**config.mk**
```make
export PLATFORM = sky130hd
export DESIGN_NAME = mem_bus_arbiter
export DESIGN_NICKNAME = d
export VERILOG_FILES = /design/src/rtl/mem_arb_pkg.sv /design/src/rtl/mem_bus_arbiter_chk.sv /design/src/rtl/mem_bus_arbiter_rr_pick2.sv /design/src/rtl/mem_bus_arbiter.sv
export SDC_FILE = /design/constraint.sdc
export NUM_CORES = 1
export LEC_CHECK = 0
export ABC_AREA = 1
export CORE_UTILIZATION = 34
export CTS_BUF_LIST = sky130_fd_sc_hd__clkbuf_8
export DETAILED_ROUTE_END_ITERATION = 8
export PLACE_DENSITY = 0.81
export SLEW_MARGIN = 10
export SYNTH_ARGS = -nofsm -noshare
export SYNTH_HDL_FRONTEND = slang
export SYNTH_SLANG_ARGS = --single-unit
```
**constraint.sdc**
```tcl
create_clock -name clock -period 1.65 [get_ports clock]
set_input_delay 0.2475 -clock clock [delete_from_list [all_inputs] [get_ports clock]]
set_output_delay 0.2475 -clock clock [all_outputs]
set_load 0.02 [all_outputs]
```
**src/rtl/mem_arb_pkg.sv**
```systemverilog
// Shared types and constants for the two-port off-chip memory arbiter.
// Holds the FSM state encoding and small state-classification helpers.
package mem_arb_pkg;

  localparam int WORD_W = 16;
  localparam int BEATS  = 4;
  localparam int PORT_I = 0;
  localparam int PORT_D = 1;

  typedef enum logic [2:0] {
    IDLE    = 3'd0,
    RD_ADDR = 3'd1,
    RD_BEAT = 3'd2,
    RD_ACK  = 3'd3,
    WR_ADDR = 3'd4,
    WR_GAP  = 3'd5,
    WR_DATA = 3'd6,
    WR_DONE = 3'd7
  } arb_state_e;

  function automatic logic is_rd_state(input arb_state_e s);
    return (s == RD_ADDR) || (s == RD_BEAT) || (s == RD_ACK);
  endfunction

  function automatic logic is_wr_state(input arb_state_e s);
    return (s == WR_ADDR) || (s == WR_GAP) || (s == WR_DATA) || (s == WR_DONE);
  endfunction

endpackage

```
**src/rtl/mem_bus_arbiter_chk.sv**
```systemverilog
// Structural invariants of the arbiter: grant is one-hot or idle, an idle
// arbiter drives nothing, and an ungranted port never sees a response.
module mem_bus_arbiter_chk #(
  parameter int WORD_W = 16
) (
  input logic              clock,
  input logic              reset,
  input logic [1:0]        gnt,
  input logic              mem_rrqst,
  input logic              mem_wrqst,
  input logic              mem_rdacpt,
  input logic [WORD_W-1:0] mem_offdata,
  input logic [1:0]        rrdy,
  input logic [1:0]        rdrdy,
  input logic [1:0]        wacpt
);

  a_gnt_onehot0: assert property (@(posedge clock) disable iff (reset)
    $onehot0(gnt));

  a_idle_quiet: assert property (@(posedge clock) disable iff (reset)
    (gnt == 2'b00) |-> (!mem_rrqst && !mem_wrqst && !mem_rdacpt &&
                        (mem_offdata == '0) && (rrdy == 2'b00) &&
                        (rdrdy == 2'b00) && (wacpt == 2'b00)));

  a_port0_shielded: assert property (@(posedge clock) disable iff (reset)
    !gnt[0] |-> (!rrdy[0] && !rdrdy[0] && !wacpt[0]));

  a_port1_shielded: assert property (@(posedge clock) disable iff (reset)
    !gnt[1] |-> (!rrdy[1] && !rdrdy[1] && !wacpt[1]));

endmodule

```
**src/rtl/mem_bus_arbiter_rr_pick2.sv**
```systemverilog
// Two-way round-robin pick: the port named by prio wins if it requests,
// otherwise the other port; result is one-hot, zero when nobody requests.
module rr_pick2 (
  input  logic [1:0] req,
  input  logic       prio,
  output logic [1:0] win
);

  // favoured port first, then the other one
  always_comb begin
    win = 2'b00;
    case (prio)
      1'b0:    win = req[0] ? 2'b01 : (req[1] ? 2'b10 : 2'b00);
      1'b1:    win = req[1] ? 2'b10 : (req[0] ? 2'b01 : 2'b00);
      default: win = 2'b00;
    endcase
  end

endmodule

```
**src/rtl/mem_bus_arbiter.sv**
```systemverilog
// Round-robin arbiter sharing one off-chip memory port between the I- and
// D-cache controllers; a grant is held until its transaction's final handshake.
module mem_bus_arbiter #(
  parameter int WORD_W = mem_arb_pkg::WORD_W,
  parameter int BEATS  = mem_arb_pkg::BEATS
) (
  input  logic              clock,
  input  logic              reset,
  input  logic [1:0]        rrqst,
  input  logic [1:0]        wrqst,
  input  logic [1:0]        rdacpt,
  input  logic [WORD_W-1:0] offdata0,
  input  logic [WORD_W-1:0] offdata1,
  output logic [1:0]        rrdy,
  output logic [1:0]        rdrdy,
  output logic [1:0]        wacpt,
  output logic [1:0]        gnt,
  output logic              mem_rrqst,
  output logic              mem_wrqst,
  output logic              mem_rdacpt,
  output logic [WORD_W-1:0] mem_offdata,
  input  logic              mem_rrdy,
  input  logic              mem_rdrdy,
  input  logic              mem_wacpt
);

  import mem_arb_pkg::*;

  localparam logic [1:0] BEAT_LAST = 2'(BEATS - 1);

  arb_state_e state_r, state_nx_s;
  logic [1:0] gnt_r, gnt_nx_s;
  logic       prio_r, prio_nx_s;
  logic [1:0] beat_r, beat_nx_s;

  logic [1:0] elig_s;
  logic [1:0] win_s;
  logic       gidx_s;
  arb_state_e launch_state_s;
  logic [1:0] launch_gnt_s;
  logic       launch_prio_s;

  assign elig_s = rrqst | wrqst;
  assign gidx_s = gnt_r[1];
  assign gnt    = gnt_r;

  rr_pick2 u_pick (
    .req  (elig_s),
    .prio (prio_r),
    .win  (win_s)
  );

  // Outcome of an arbitration round; used from IDLE and on the releasing
  // edge so a waiting port is granted without an idle bubble.
  always_comb begin
    launch_state_s = IDLE;
    launch_gnt_s   = 2'b00;
    launch_prio_s  = prio_r;
    if (win_s != 2'b00) begin
      launch_gnt_s  = win_s;
      launch_prio_s = ~win_s[1];
      if (rrqst[win_s[1]]) begin
        launch_state_s = RD_ADDR;
      end else begin
        launch_state_s = WR_ADDR;
      end
    end else begin
      launch_state_s = IDLE;
      launch_gnt_s   = 2'b00;
      launch_prio_s  = prio_r;
    end
  end

  // Transaction sequencing, grant/priority update and beat counting
  always_comb begin
    state_nx_s = state_r;
    gnt_nx_s   = gnt_r;
    prio_nx_s  = prio_r;
    beat_nx_s  = beat_r;
    case (state_r)
      IDLE: begin
        state_nx_s = launch_state_s;
        gnt_nx_s   = launch_gnt_s;
        prio_nx_s  = launch_prio_s;
        beat_nx_s  = 2'd0;
      end
      RD_ADDR: begin
        if (mem_rrdy) begin
          state_nx_s = RD_BEAT;
        end else if (!rrqst[gidx_s]) begin
          state_nx_s = IDLE;
          gnt_nx_s   = 2'b00;
        end else begin
          state_nx_s = RD_ADDR;
        end
      end
      RD_BEAT: begin
        if (mem_rdrdy) begin
          state_nx_s = RD_ACK;
        end else begin
          state_nx_s = RD_BEAT;
        end
      end
      RD_ACK: begin
        if (mem_rdrdy) begin
          state_nx_s = RD_ACK;
        end else if (beat_r == BEAT_LAST) begin
          state_nx_s = launch_state_s;
          gnt_nx_s   = launch_gnt_s;
          prio_nx_s  = launch_prio_s;
          beat_nx_s  = 2'd0;
        end else begin
          state_nx_s = RD_BEAT;
          beat_nx_s  = beat_r + 2'd1;
        end
      end
      WR_ADDR: begin
        if (mem_wacpt) begin
          state_nx_s = WR_GAP;
        end else if (!wrqst[gidx_s]) begin
          state_nx_s = IDLE;
          gnt_nx_s   = 2'b00;
        end else begin
          state_nx_s = WR_ADDR;
        end
      end
      WR_GAP: begin
        if (!mem_wacpt) begin
          state_nx_s = WR_DATA;
        end else begin
          state_nx_s = WR_GAP;
        end
      end
      WR_DATA: begin
        if (mem_wacpt) begin
          state_nx_s = WR_DONE;
        end else begin
          state_nx_s = WR_DATA;
        end
      end
      WR_DONE: begin
        if (!mem_wacpt) begin
          state_nx_s = launch_state_s;
          gnt_nx_s   = launch_gnt_s;
          prio_nx_s  = launch_prio_s;
          beat_nx_s  = 2'd0;
        end else begin
          state_nx_s = WR_DONE;
        end
      end
      default: begin
        state_nx_s = IDLE;
        gnt_nx_s   = 2'b00;
        beat_nx_s  = 2'd0;
      end
    endcase
  end

  // State, grant, priority and beat registers
  always_ff @(posedge clock) begin
    if (reset) begin
      state_r <= IDLE;
      gnt_r   <= 2'b00;
      prio_r  <= 1'b0;
      beat_r  <= 2'd0;
    end else begin
      state_r <= state_nx_s;
      gnt_r   <= gnt_nx_s;
      prio_r  <= prio_nx_s;
      beat_r  <= beat_nx_s;
    end
  end

  // Forwarding mux; request strobes follow the transaction type chosen at
  // grant so a write asserted alongside a winning read stays invisible.
  always_comb begin
    mem_rrqst   = 1'b0;
    mem_wrqst   = 1'b0;
    mem_rdacpt  = 1'b0;
    mem_offdata = '0;
    rrdy        = 2'b00;
    rdrdy       = 2'b00;
    wacpt       = 2'b00;
    if (gnt_r != 2'b00) begin
      if (is_rd_state(state_r)) begin
        mem_rrqst  = rrqst[gidx_s];
        mem_rdacpt = rdacpt[gidx_s];
      end else if (is_wr_state(state_r)) begin
        mem_wrqst = wrqst[gidx_s];
      end else begin
        mem_rrqst = 1'b0;
        mem_wrqst = 1'b0;
      end
      if (gidx_s == 1'(PORT_D)) begin
        mem_offdata = offdata1;
      end else begin
        mem_offdata = offdata0;
      end
      rrdy[gidx_s]  = mem_rrdy;
      rdrdy[gidx_s] = mem_rdrdy;
      wacpt[gidx_s] = mem_wacpt;
    end else begin
      mem_offdata = '0;
    end
  end

  mem_bus_arbiter_chk #(.WORD_W(WORD_W)) u_chk (
    .clock       (clock),
    .reset       (reset),
    .gnt         (gnt),
    .mem_rrqst   (mem_rrqst),
    .mem_wrqst   (mem_wrqst),
    .mem_rdacpt  (mem_rdacpt),
    .mem_offdata (mem_offdata),
    .rrdy        (rrdy),
    .rdrdy       (rdrdy),
    .wacpt       (wacpt)
  );

endmodule

```
Fig. 1: clock network drawn from the DEF
Drawn at 10 px/um.
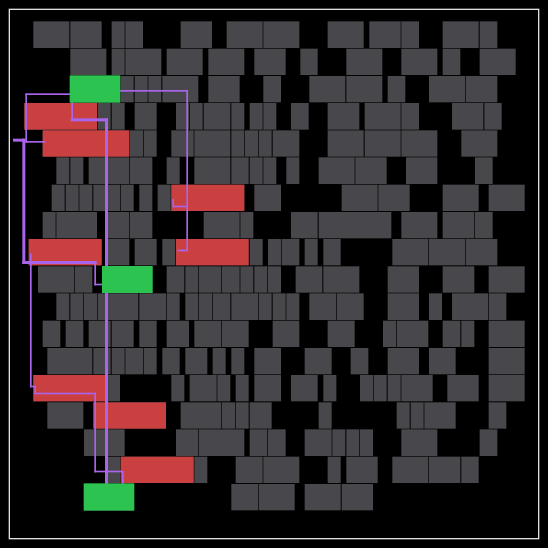
[flip-flops] red | count: 8
[clock drivers] green | count: 3
[clock wires] purple | length: 150 um
routed clock nets: 4

Fig. 2: port wiring
Drawn at 10 px/um.
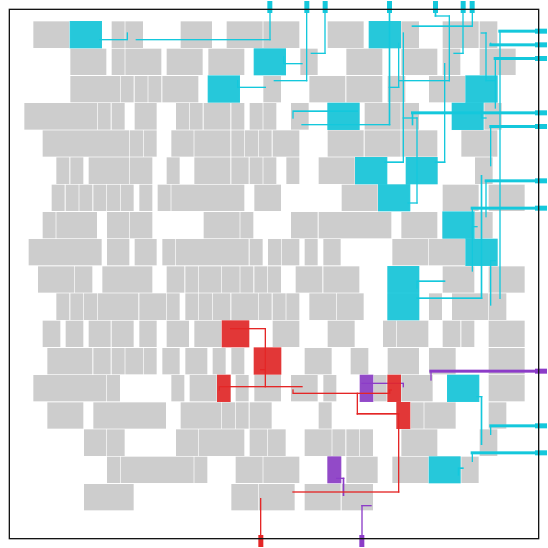
| port | colour | direction | edge | end cells | buffers | wire |
|---|---|---|---|---|---|---|
| mem_offdata | cyan | output | 9 right, 7 top | 16 | 16 | 275 um |
| rdrdy | purple | output | 1 right, 1 bottom | 2 | 2 | 21.8 um |
| mem_wacpt | red | input | bottom | 5 | 2 | 57.0 um |

Fig. 3: M3 wires
Drawn at 8 px/um. Cells faint in the background.
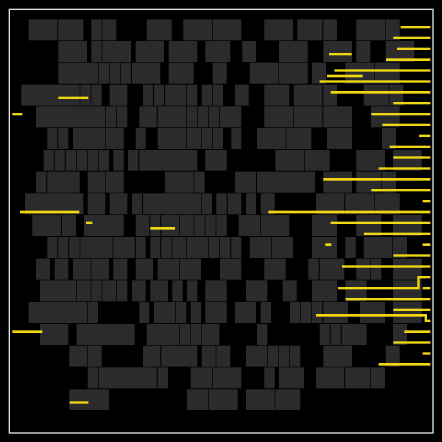
nets with wire on the layer: 38
longest straight run: 20.0 um
share of all routed wire: 7.4%
main direction: horizontal
wire length on this layer: 248 um
Total Routed Length: 3327 um
via count: 1286

Fig. 4: clock nets
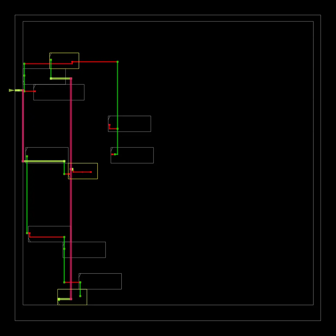
Clock net power: 0.000239 W
clock buf count: 3
CTS sink count: 8
clk ins delay skew pair: 0.23 ns

Fig. 5: placement by cell class
Drawn at 4 px/um.
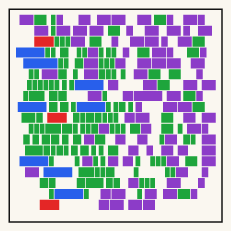
| class | colour | cells |
|---|---|---|
| other buffers and delay cells | purple | 89 |
| clock drivers | red | 3 |
| combinational and other logic | green | 133 |
| flops | blue | 8 |

==> reports/results.ini <==
[detailed_routing]
drt-initial-drc-count = 25
final_antenna_net_count = 0
wire_per_inst_um = 12.65
viasPerCell = 4.890
drc = 0
first_pass_iters = 4

[run]
cap_violations = 0
tool_warnings = 27

[placed_design]
placed_area_mm2 = 0.001749
dpl.cell_count = 260
dpl_worst_slack_ns = -0.3501
io_buffers = 69
gp_congestion = 0.8370
hpwl_um = 2685

[floorplan]
die_x_um = 52.79
dieArea_mm2 = 0.002787
core_area_mm2 = 0.002455
fp_util_pct = 35.73
rows = 18
dieHeight_um = 52.79
io_pins = 70

[layout]
layout_top_cell = clkdlybuf4s50_1
logic_area_um2 = 615.6
finalNetCount = 279
ff_latch_area_um2 = 163.9
synthToLayoutAreaGrowth_pct = 93.58
final_cell_mix = clkdlybuf4s50_1, nand2_1, nor2_1
drive_gt1_share_pct = 25.32
antenna_cells = 0
nFillCells = 224
final_cells = 263
final_area_mm2 = 0.001698

[worst_setup_path]
max_stage_delay_ns = 0.37
worst-path-buf-inv = 3
cpMaxStageDelayCell = dfxtp_4
critical-path-top-delay-family = buffers and inverters
cp_cell_sequence = inv_2, nand2_1, inv_2, a22o_1, dlygate4sd2_1
start_kind = flip-flop
r2r_start = state_r[1]$_SDFF_PP0_
worstPathArrival_ns = 1.32
critPathLaunch = gnt[1]$_SDFFE_PP0P_
cp_max_fo = 6
criticalPathCategory = flip-flop to output port
cp.required_ns = 1.40
cp_common_cell = inv_2

[power]
power_frac_comb_pct = 77.2
p_int_w = 0.001248
power.share.clock_pct = 9.6
ir_drop_uv = 1037
p_switching_w = 0.001233
leakagePower_nw = 0.9184
sw_frac_of_total_pct = 49.71
p_per_area_mw_per_mm2 = 1461
p_seq_share_pct = 13.1

[final_timing]
finClkSkew_ns = 0.003002
worst_slack_ns = 0.08577
rsz0062_at_grt = false
hold_viol_final = 0
relSlewSlack_pct = 82.58
slew_viol_final = 0
setup_viol = 0
worstMarginPinSlew_ns = 0.2591
setup_tns_ns = 0
finalClockPeriodUsage_pct = 94.80
period_needed_ns = 1.564

[clock_tree]
cts-root-buf = clkbuf_8
path_clk_slew_ns = 0.04
cts_buffers = 3
cts_max_path_buffers = 2
tritoncts = built
holdBufCountCts = 0
htreeDepth = 1

[synthesis]
area_leaders = dfxtp_1, a22o_1, nand2_1, nor2_1, inv_1
ys_cells = 145
synth-seq-area-share_pct = 18.26
yosys_area_um2 = 877.1
syn_inst = 145
fp_nets = 189
syn_avg_cell_area_um2 = 6.049
top_area_cell = dfxtp_1
synth_top_area_share_pct = 18.26
synth_area_um2 = 877.1
ys.flops = 8

[global_route]
grt_max_degree = 22
grt_util_all_layers_pct = 24.33
antenna_found_initial = 0
grt_first_pass_wirelength_um = 4988
grt_overflow_total = 0

[hold_path]
min_path_type = flip-flop to flip-flop

[status]
status = finished clean

==> through the flow <==
stage	hold WS (ns)	total power [W]	utilization [%]
6_report	0.4780	0.002481	69.16
2_1_floorplan	0.3166	0.001510	-
4_1_cts	0.4807	0.002516	71.30
3_5_place_dp	0.4750	0.002378	71.25
5_1_grt	0.5332	0.002687	69.16
3_3_place_gp	0.4564	0.002330	71.25
==> final cells by class <==
| class | count | share of cell area (%) |
|---|---|---|
| sequential | 8 | 9.654 |
| timing repair buffer | 89 | 44.58 |
| clock buffer | 3 | 2.432 |
| tap | 30 | 2.211 |
| inverter | 22 | 4.864 |
| multi-input combinational | 111 | 36.26 |
==> what timing repair did <==
action                     4_1_cts  5_1_grt
setup endpoints to repair       26        9
resized                         73       10
setup buffers                    0        0
==> kinds of logic after synthesis <==
logic type,count (synthesis),share of synthesized area [%]
buf+inv,26,11.55
compound gates,28,24.39
simple gates,82,44.36
flops,8,18.26
fa+ha+maj,1,1.426
==> worst paths after layout <==
path	slack [ns]	to	depth (start not counted)
hold / removal	0.48	beat_r[1]$_SDFFE_PP0P_	2
setup reg to reg	0.27	prio_r$_SDFFE_PP0P_	11
hold reg to reg	0.48	beat_r[1]$_SDFFE_PP0P_	2
setup / recovery	0.09	mem_offdata[13]	5
==> power by group through the flow <==
stage / Sequential (W) / Combinational, W / Clock (W)
finish: 0.000326 / 0.00192 / 0.000239
floorplan: 0.000368 / 0.00114 / 0
CTS: 0.000325 / 0.00194 / 0.000248
detailed placement: 0.000323 / 0.00206 / 0
global placement: 0.000318 / 0.00201 / 0
global route: 0.000335 / 0.00210 / 0.000255
==> flip-flops by register name (all words and copies together) (netlist names) <==
register,count
state_r,3
beat_r,2
gnt,2
prio_r,1
==> cell usage after synthesis (all sizes together) <==
| master | n |
|---|---|
| a22o | 16 |
| a21oi | 5 |
| dfxtp | 8 |
| inv | 21 |
| nand4 | 6 |
| clkbuf | 1 |
| ha | 1 |
| nand2 | 37 |
| nor3b | 1 |
| o31ai | 1 |
| clkinv | 1 |
| nand3 | 7 |
| buf | 3 |
| nor2 | 28 |
| o211a | 1 |
| nor3 | 2 |
| or2 | 1 |
| o211ai | 2 |
| o22ai | 1 |
| o21ai | 2 |
==> worst reg2reg max path: stages (launching register included) <==
cell and delay, ns:
dfxtp_1 0.31, buf_4 0.16, nand2_2 0.09, clkinv_1 0.09, nand2_2 0.10, nand2_4 0.07
nor2_2 0.16, inv_2 0.07, nor2_4 0.08, nand2_1 0.05, nand2_1 0.05, nor2_1 0.04
==> metal layers <==
metal,vias up,GRT usage [%],wire [um],share of wire (%)
met1,575,26.54,1392,42
met4,0,11.84,74,2.2
met2,43,44.30,1613,48
met5,-,0,0,0
met3,7,4.348,247,7.4
li1,661,-,-,-
Power figures rest on the tool's default switching activity, not on a simulated workload.
